**Run 1: signal wires on met1**

Bar = 50 um. Cells faint in the background.
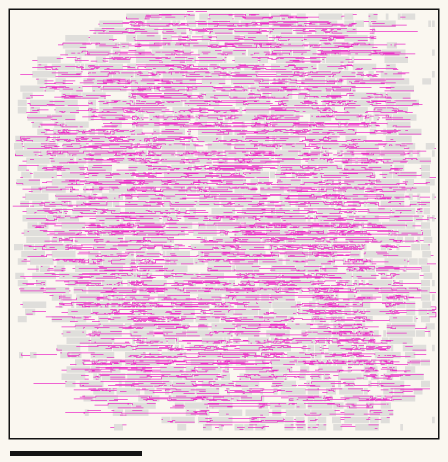
**Run 1: met2 routing**

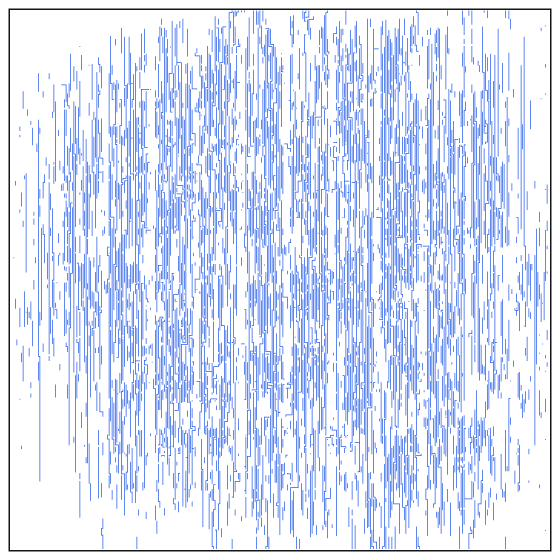
**Run 1: signal wires on met3**

Bar = 50 um.
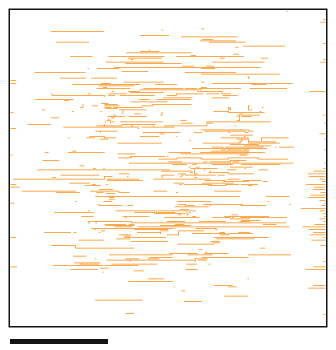
<file path="src/rtl/dsp_param_bank.sv">
`default_nettype none
//------------------------------------------------------------------------------
// dsp_param_bank : DSP-writable parameter bank, staged writes, atomic per-channel commit. Rev 1.0
//------------------------------------------------------------------------------
module dsp_param_bank #(
  parameter int                   DATA_W       = 16,
  parameter int                   DSP_ADR_W    = 16,
  parameter logic [DSP_ADR_W-1:0] BASE_ADDR    = 'h400A,
  parameter int                   NUM_CH       = 4,
  parameter int                   WORDS_PER_CH = 2,
  parameter logic [DATA_W-1:0]    RESET_VAL    = '0,
  parameter int                   WB_ADR_W     = 8
) (
  input  logic                 CLK_I,
  input  logic                 RST_I,
  input  logic                 nCS,
  input  logic                 nWR,
  input  logic                 nRD,
  input  logic [DSP_ADR_W-1:0] dsp_adr,
  input  logic [DATA_W-1:0]    dsp_dat_i,
  output logic [DATA_W-1:0]    dsp_dat_o,
  output logic                 dsp_dat_oe,
  input  logic                 CYC_I,
  input  logic                 STB_I,
  input  logic                 WE_I,
  input  logic [WB_ADR_W-1:0]  ADR_I,
  output logic [31:0]          DAT_O,
  output logic                 ACK_O,
  output logic [NUM_CH-1:0]    upd,
  output logic [NUM_CH-1:0]    pending
);

  localparam int                   TOTAL   = NUM_CH * WORDS_PER_CH;
  localparam int                   IDX_W   = (TOTAL > 1) ? $clog2(TOTAL) : 1;
  localparam logic [DSP_ADR_W-1:0] TOTAL_D = DSP_ADR_W'(TOTAL);
  localparam logic [WB_ADR_W-1:0]  TOTAL_W = WB_ADR_W'(TOTAL);

  logic cs_meta, cs_s, cs_q;
  logic wr_meta, wr_s, wr_q;
  logic rd_meta, rd_s;

  logic [DSP_ADR_W-1:0] adr_l;
  logic [DATA_W-1:0]    dat_l;

  logic [DATA_W-1:0] staging  [TOTAL];
  logic [DATA_W-1:0] active   [TOTAL];
  logic [DATA_W-1:0] stg_next [TOTAL];
  logic [TOTAL-1:0]  mask, mask_set, mask_next;
  logic [NUM_CH-1:0] commit;

  logic [DSP_ADR_W-1:0] wr_off, rd_off;
  logic [IDX_W-1:0]     wr_idx, rd_idx;
  logic                 wr_hit, rd_hit;

  always_ff @(posedge CLK_I or negedge RST_I) begin
    if (!RST_I) begin
      cs_meta <= 1'b1; cs_s <= 1'b1; cs_q <= 1'b1;
      wr_meta <= 1'b1; wr_s <= 1'b1; wr_q <= 1'b1;
      rd_meta <= 1'b1; rd_s <= 1'b1;
      adr_l   <= '0;
      dat_l   <= '0;
    end else begin
      cs_meta <= nCS; cs_s <= cs_meta; cs_q <= cs_s;
      wr_meta <= nWR; wr_s <= wr_meta; wr_q <= wr_s;
      rd_meta <= nRD; rd_s <= rd_meta;
      if (!cs_s && !wr_s) begin
        adr_l <= dsp_adr;
        dat_l <= dsp_dat_i;
      end
    end
  end

  // Write event: synchronised nWR rising edge while the chip was selected.
  assign wr_off = adr_l - BASE_ADDR;
  assign wr_idx = wr_off[IDX_W-1:0];
  assign wr_hit = wr_s && !wr_q && !cs_q && (adr_l >= BASE_ADDR) && (wr_off < TOTAL_D);

  always_comb begin
    mask_set = mask;
    stg_next = staging;
    if (wr_hit) begin
      mask_set[wr_idx] = 1'b1;
      stg_next[wr_idx] = dat_l;
    end
    mask_next = mask_set;
    commit    = '0;
    for (int c = 0; c < NUM_CH; c++) begin
      if (wr_hit && (wr_off >= DSP_ADR_W'(c * WORDS_PER_CH)) &&
          (wr_off < DSP_ADR_W'((c + 1) * WORDS_PER_CH)) &&
          (&mask_set[c*WORDS_PER_CH +: WORDS_PER_CH])) begin
        commit[c]                                  = 1'b1;
        mask_next[c*WORDS_PER_CH +: WORDS_PER_CH] = '0;
      end
    end
  end

  always_ff @(posedge CLK_I or negedge RST_I) begin
    if (!RST_I) begin
      for (int i = 0; i < TOTAL; i++) begin
        staging[i] <= RESET_VAL;
        active[i]  <= RESET_VAL;
      end
      mask    <= '0;
      upd     <= '0;
      pending <= '0;
    end else begin
      for (int i = 0; i < TOTAL; i++) begin
        staging[i] <= stg_next[i];
      end
      mask <= mask_next;
      upd  <= commit;
      for (int c = 0; c < NUM_CH; c++) begin
        pending[c] <= |mask_next[c*WORDS_PER_CH +: WORDS_PER_CH];
        if (commit[c]) begin
          for (int w = 0; w < WORDS_PER_CH; w++) begin
            active[c*WORDS_PER_CH + w] <= stg_next[c*WORDS_PER_CH + w];
          end
        end
      end
    end
  end

  assign rd_off = dsp_adr - BASE_ADDR;
  assign rd_idx = rd_off[IDX_W-1:0];
  assign rd_hit = !cs_s && !rd_s && (dsp_adr >= BASE_ADDR) && (rd_off < TOTAL_D);

  always_ff @(posedge CLK_I or negedge RST_I) begin
    if (!RST_I) begin
      dsp_dat_oe <= 1'b0;
      dsp_dat_o  <= '0;
    end else begin
      dsp_dat_oe <= rd_hit;
      dsp_dat_o  <= rd_hit ? staging[rd_idx] : '0;
    end
  end

  // Registered read of active words, so a commit in the same cycle is not yet visible.
  always_ff @(posedge CLK_I or negedge RST_I) begin
    if (!RST_I) begin
      ACK_O <= 1'b0;
      DAT_O <= '0;
    end else if (CYC_I && STB_I && !ACK_O) begin
      ACK_O <= 1'b1;
      if (!WE_I) begin
        if (ADR_I < TOTAL_W)       DAT_O <= 32'(active[ADR_I[IDX_W-1:0]]);
        else if (ADR_I == TOTAL_W) DAT_O <= 32'(pending);
        else                       DAT_O <= '0;
      end
    end else begin
      ACK_O <= 1'b0;
    end
  end

endmodule
`default_nettype wire

</file>
<file path="config.mk">
export PLATFORM = sky130hd
export DESIGN_NAME = dsp_param_bank
export DESIGN_NICKNAME = d
export VERILOG_FILES = /design/src/rtl/dsp_param_bank.sv
export SDC_FILE = /design/constraint.sdc
export NUM_CORES = 1
export LEC_CHECK = 0
export CAP_MARGIN = 20
export CORE_MARGIN = 1
export CORE_UTILIZATION = 64
export DETAILED_ROUTE_END_ITERATION = 7
export PLACE_DENSITY = 0.83
export SLEW_MARGIN = 20
export SYNTH_ARGS = -nofsm -noshare
export SYNTH_HDL_FRONTEND = slang
export SYNTH_SLANG_ARGS = --single-unit
</file>
<file path="constraint.sdc">
create_clock -name CLK_I -period 11.32 [get_ports CLK_I]
set_input_delay 2.83 -clock CLK_I [delete_from_list [all_inputs] [get_ports CLK_I]]
set_output_delay 2.83 -clock CLK_I [all_outputs]
set_load 0.02 [all_outputs]
</file>
==> impl_metrics.csv, run 1 <==
group,metric,value,unit
run_status,outcome,"finished, final reports clean",
yosys,synth-adder-area-share,0.00460,
yosys,synth_flops,346,
timing,rsz0062_at_grt,"false",
worst_setup_path,worst-setup-path-type,"input port to flip-flop",
drt,first_pass_iters,6,
drt,viasPerCell,6.85,
final_layout,antenna_cells,0,
worst_setup_path,cp-end-kind,"flip-flop",
final_layout,nFillCells,1635,
worst_hold_path,hp-class,"flip-flop to flip-flop",
timing,clock_skew,16.6,ps
worst_setup_path,crit_path_start,"dsp_adr[1]",
yosys,synth_top_area_share,0.519,
drt,wl_met1,16600,um
worst_setup_path,critPathTopFamily,"buffers and inverters",
final_layout,final_cell_mix,"dfrtp_1, mux2_2, nand2_1",
drt,drc,0,
clocking,cts_hold_buf,0,
yosys,syn_area,16300,um2
timing,slew_headroom,0.184,
timing,maxSlewViolCount,0,
drt,wl_met2,20800,um
drt,routedWlPerCell,26.1,um
worst_setup_path,cp.depth,10,
floorplanning,ioPinCount,106,
final_layout,layout.nets,1372,
timing,timing.setup.tns,0,ps
timing,period_minus_slack,6460,ps
timing,finalClockPeriodUsage,0.571,
clocking,clk_latency,530,ps
yosys,synth.avg_cell_area,12.9,um2
pwr,p_leak,0.00873,uW
clocking,cts_tree,"done",
yosys,ys_sh_aoi,0.0777,
worst_setup_path,cp-start-kind,"input port",
yosys,synth-warning-count,0,
worst_setup_path,cp-endpoint,"dsp_dat_o[7]",
flow_run,warning_count,34,
floorplanning,die_w,162,um
clocking,clk_pin_slew,60,ps
clocking,cts.sinks,346,
yosys,synth-edff-count,0,
yosys,mux_area_frac,0.264,
global_route,grt_first_pass_wirelength,67700,um
floorplanning,fp-utilization,0.649,
placement,port_buffers,89,
final_layout,fin_area,18500,um2
clocking,cts_buffers,36,
placement,place_congestion,0.875,
yosys,ys_sh_simple,0.0853,
global_route,grt_start_max_net_pins,148,
clocking,postCtsSetupRepairBufs,0,
final_layout,drive_above_1_share,0.291,
yosys,synthTopCellsByArea,"dfrtp_1, mux2_2, mux4_2",
placement,place_ws,4580,ps
timing,whs,351,ps
clocking,cts_resized,0,
worst_setup_path,worst_r2r_path_depth,12,
worst_hold_path,min_to,"wr_s",
worst_setup_path,crit_slowest_cell,"nand3_1",
timing,layout_setup_ws,4860,ps
yosys,synth_area_leader_cell,"dfrtp_1",
timing,finalHoldViolCount,0,
yosys,ys_seq_frac,0.532,
worst_hold_path,hp-start,"wr_meta",
About 'signal wires on met1':
- main direction: horizontal
- longest straight run: 53.4 um
- share of all routed wire: 38%
- wire length on this layer: 16,600 um
GRT met1 Usage: 0.466
final wirelength: 43,600 um
DR vias: 11,444

About 'met2 routing':
- longest straight run: 70.7 um
- main direction: vertical
- share of all routed wire: 48%
- nets with wire on the layer: 1,238
met2 usage: 0.545

About 'signal wires on met3':
- main direction: horizontal
- nets with wire on the layer: 187
M3 GR Usage: 0.0855

-- run 1: area by class of cell --
cell class                      instances  area, um2  share of cell area
Sequential cell                       346       8670               0.469
Multi-Input combinational cell        807       7160               0.387
Timing Repair Buffer                  116       1120              0.0603
Clock buffer                           56       1040              0.0561
Tap cell                              330        413              0.0223
Clock inverter                          5       57.6             0.00311
Inverter                               11       41.3             0.00223
-- run 1: Yosys cell counts, types with 3 or more instances --
master and count:
nor2b_1 10, a21o_1 33, mux2_2 212, mux4_2 64, a21oi_1 27, nor2_1 57
a221oi_1 16, buf_2 15, a22oi_1 5, buf_4 18, nand2b_1 4, and3_1 19
a31oi_1 3, o22ai_1 16, o21ai_0 40, mux2i_1 29, or4_1 3, mux2_4 10
nand3_1 6, buf_1 11, nand4_1 6, inv_1 10, nand2_1 122, and2_1 3
or3_1 4, nor4_1 36, dfstp_2 8, clkbuf_1 71, mux2_1 3, dfrtp_1 338
ha_1 6, a2bb2oi_1 16
-- run 1: through the flow --
| step | std cells | power, uW |
|---|---|---|
| after CTS | 1670 | 2660 |
| after global routing | 1671 | 2730 |
| after global placement | 1609 | 1530 |
| after detailed placement | 1609 | 1540 |
| after floorplan | 1280 | 1440 |
| final | 1671 | 2650 |
-- run 1: where the power goes --
group          internal [uW]  switching (uW)
combinational           79.2             142
sequential              1260            45.8
clock                    652             474
-- run 1: layer usage --
| metal | track usage | vias up |
|---|---|---|
| li1 | - | 4725 |
| met1 | 0.466 | 5868 |
| met2 | 0.545 | 691 |
| met3 | 0.0855 | 158 |
| met4 | 0.154 | 2 |
| met5 | 0 | - |
-- run 1: state kept, by name (all words and copies together) (netlist names), 8 cells and up --
signal / count
staging: 128
DAT_O: 16
mask: 8
dat_l: 16
dsp_dat_o: 16
active: 128
adr_l: 16
==> run 2: changes to the inputs <==
CORE_UTILIZATION = 60   (was 64)
PLACE_DENSITY = 0.79   (was 0.83)
clock period = 6.2 ns   (was 11.32 ns; I/O delays follow)
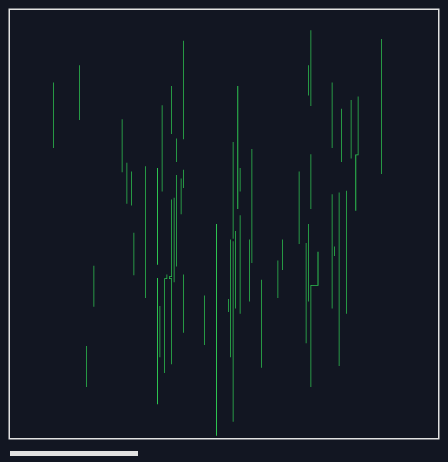
**Above:** run 2 (the metal 4 layer).
Bar = 50 um.
- main direction: vertical
- wire length on this layer: 1,670 um
final wirelength: 42,100 um
DR vias: 11,005

==> impl_metrics.csv, run 2 <==
group,metric,value,unit
run_status,outcome,"finished, final reports clean",
floorplanning,fp-utilization,0.619,
yosys,synth-warning-count,0,
yosys,synth_flops,346,
final_layout,final_cell_mix,"dfrtp_1, mux2_2, nand2_1",
drt,routedWlPerCell,25.0,um
worst_setup_path,cp-start-kind,"flip-flop",
floorplanning,die_w,167,um
clocking,clk_pin_slew,60,ps
drt,wl_met1,16900,um
global_route,grt_start_max_net_pins,117,
yosys,synth_area_leader_cell,"dfrtp_1",
clocking,postCtsSetupRepairBufs,0,
drt,wl_met2,20000,um
floorplanning,n_tap_cell,335,
pwr,intPower,3680,uW
yosys,ys_seq_frac,0.532,
final_layout,drive_above_1_share,0.297,
timing,clock_skew,16.8,ps
clocking,cts.sinks,346,
timing,rsz0062_at_grt,"false",
pwr,p_leak,0.00878,uW
pwr,pwr-share-seq,0.486,
yosys,syn_area,16300,um2
global_route,use_met1,0.421,
worst_hold_path,hp-class,"flip-flop to flip-flop",
final_layout,clock_tree_area_fraction,0.0628,
yosys,synth-adder-area-share,0.00460,
worst_setup_path,worst-setup-path-type,"flip-flop to flip-flop",
final_layout,layout.nets,1374,
drt,viasPerCell,6.55,
pwr,p_sw_frac,0.249,
yosys,mux_area_frac,0.264,
yosys,synth-edff-count,0,
final_layout,buffer_area_frac,0.0602,
floorplanning,ioPinCount,106,
timing,period_minus_slack,4550,ps
timing,finalHoldViolCount,0,
final_layout,nFillCells,1806,
flow_run,warning_count,32,
drt,first_pass_iters,6,
final_layout,seq_share,0.467,
final_layout,largestRegisters,"active x128, staging x128",
final_layout,clkbuf_count,56,
yosys,synthTopCellsByArea,"dfrtp_1, mux2_2, mux4_2",
global_route,busiest_layer,"met2",
clocking,clk_latency,530,ps
final_layout,inverters,11,
clocking,cts_hold_buf,0,
yosys,top_cell,"dfrtp_1",
pwr,p_clk_frac,0.434,
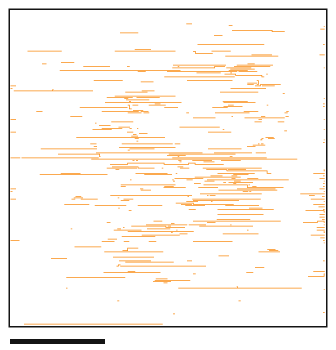
**Above:** run 2 (signal wires on met3).
Bar = 50 um.
- longest straight run: 109 um
- share of all routed wire: 8.5%
- nets with wire on the layer: 173
- main direction: horizontal
M3 GR Usage: 0.0644

-- run 2: cell count changes in the layout (fill, tap and decap cells not counted), moves of 2 or more --
cell and delta:
clkbuf_1 -7, inv_6 -2, buf_6 +2, clkbuf_8 +6, clkinv_2 +3, nand2_2 -2
nand2_1 +2
-- run 2: power groups by stage --
| stage | Combinational [uW] | Sequential, uW | Clock [uW] |
|---|---|---|---|
| after floorplan | 272 | 2360 | 0 |
| after global placement | 387 | 2420 | 0 |
| after detailed placement | 393 | 2420 | 0 |
| after CTS | 394 | 2380 | 2150 |
| after global routing | 426 | 2390 | 2230 |
| final | 396 | 2380 | 2120 |
-- run 2: kinds of logic after synthesis --
family	count (synthesis)
flops	346
simple gates	285
buf+inv	127
fa+ha+maj	6
mux	318
xor+xnor	2
compound gates	180
other cells	1
-- run 2: path summary, 6_finish.rpt --
kind	from	slack [ps]	cells past startpoint	endpoint
max reg2reg	adr_l[1]	1650	10	staging[22]
min	rd_meta	360	0	rd_s
min in group asynchronous	RST_I	980	1	active[2]
max in group asynchronous	RST_I	4020	2	DAT_O[0]
min reg2reg	rd_meta	360	0	rd_s
max	adr_l[1]	1650	10	staging[22]
-- run 2: through the flow --
stage / setup slack (ps) / power, uW / cell area (um2) / hold slack (ps) / cells
CTS: 1730 / 4920 / 18600 / 357 / 1679
global placement: 1870 / 2800 / 17400 / 346 / 1615
finish: 1650 / 4900 / 18600 / 356 / 1680
floorplan: 2410 / 2630 / 16400 / 345 / 1280
detailed placement: 1720 / 2810 / 17400 / 349 / 1616
global route: 1410 / 5040 / 18600 / 359 / 1680
-- run 2: worst max-delay path: stages (launching register included) --
cell       delay [ps]
dfrtp_1           570
inv_1             190
ha_1              280
nor2b_1           380
nand3_1           200
a2111oi_4         510
o21ai_4           210
nor3_4            580
buf_4             370
nand2_1           590
mux2_1            550
No activity file was given, so power comes from the tool's default toggle rates.
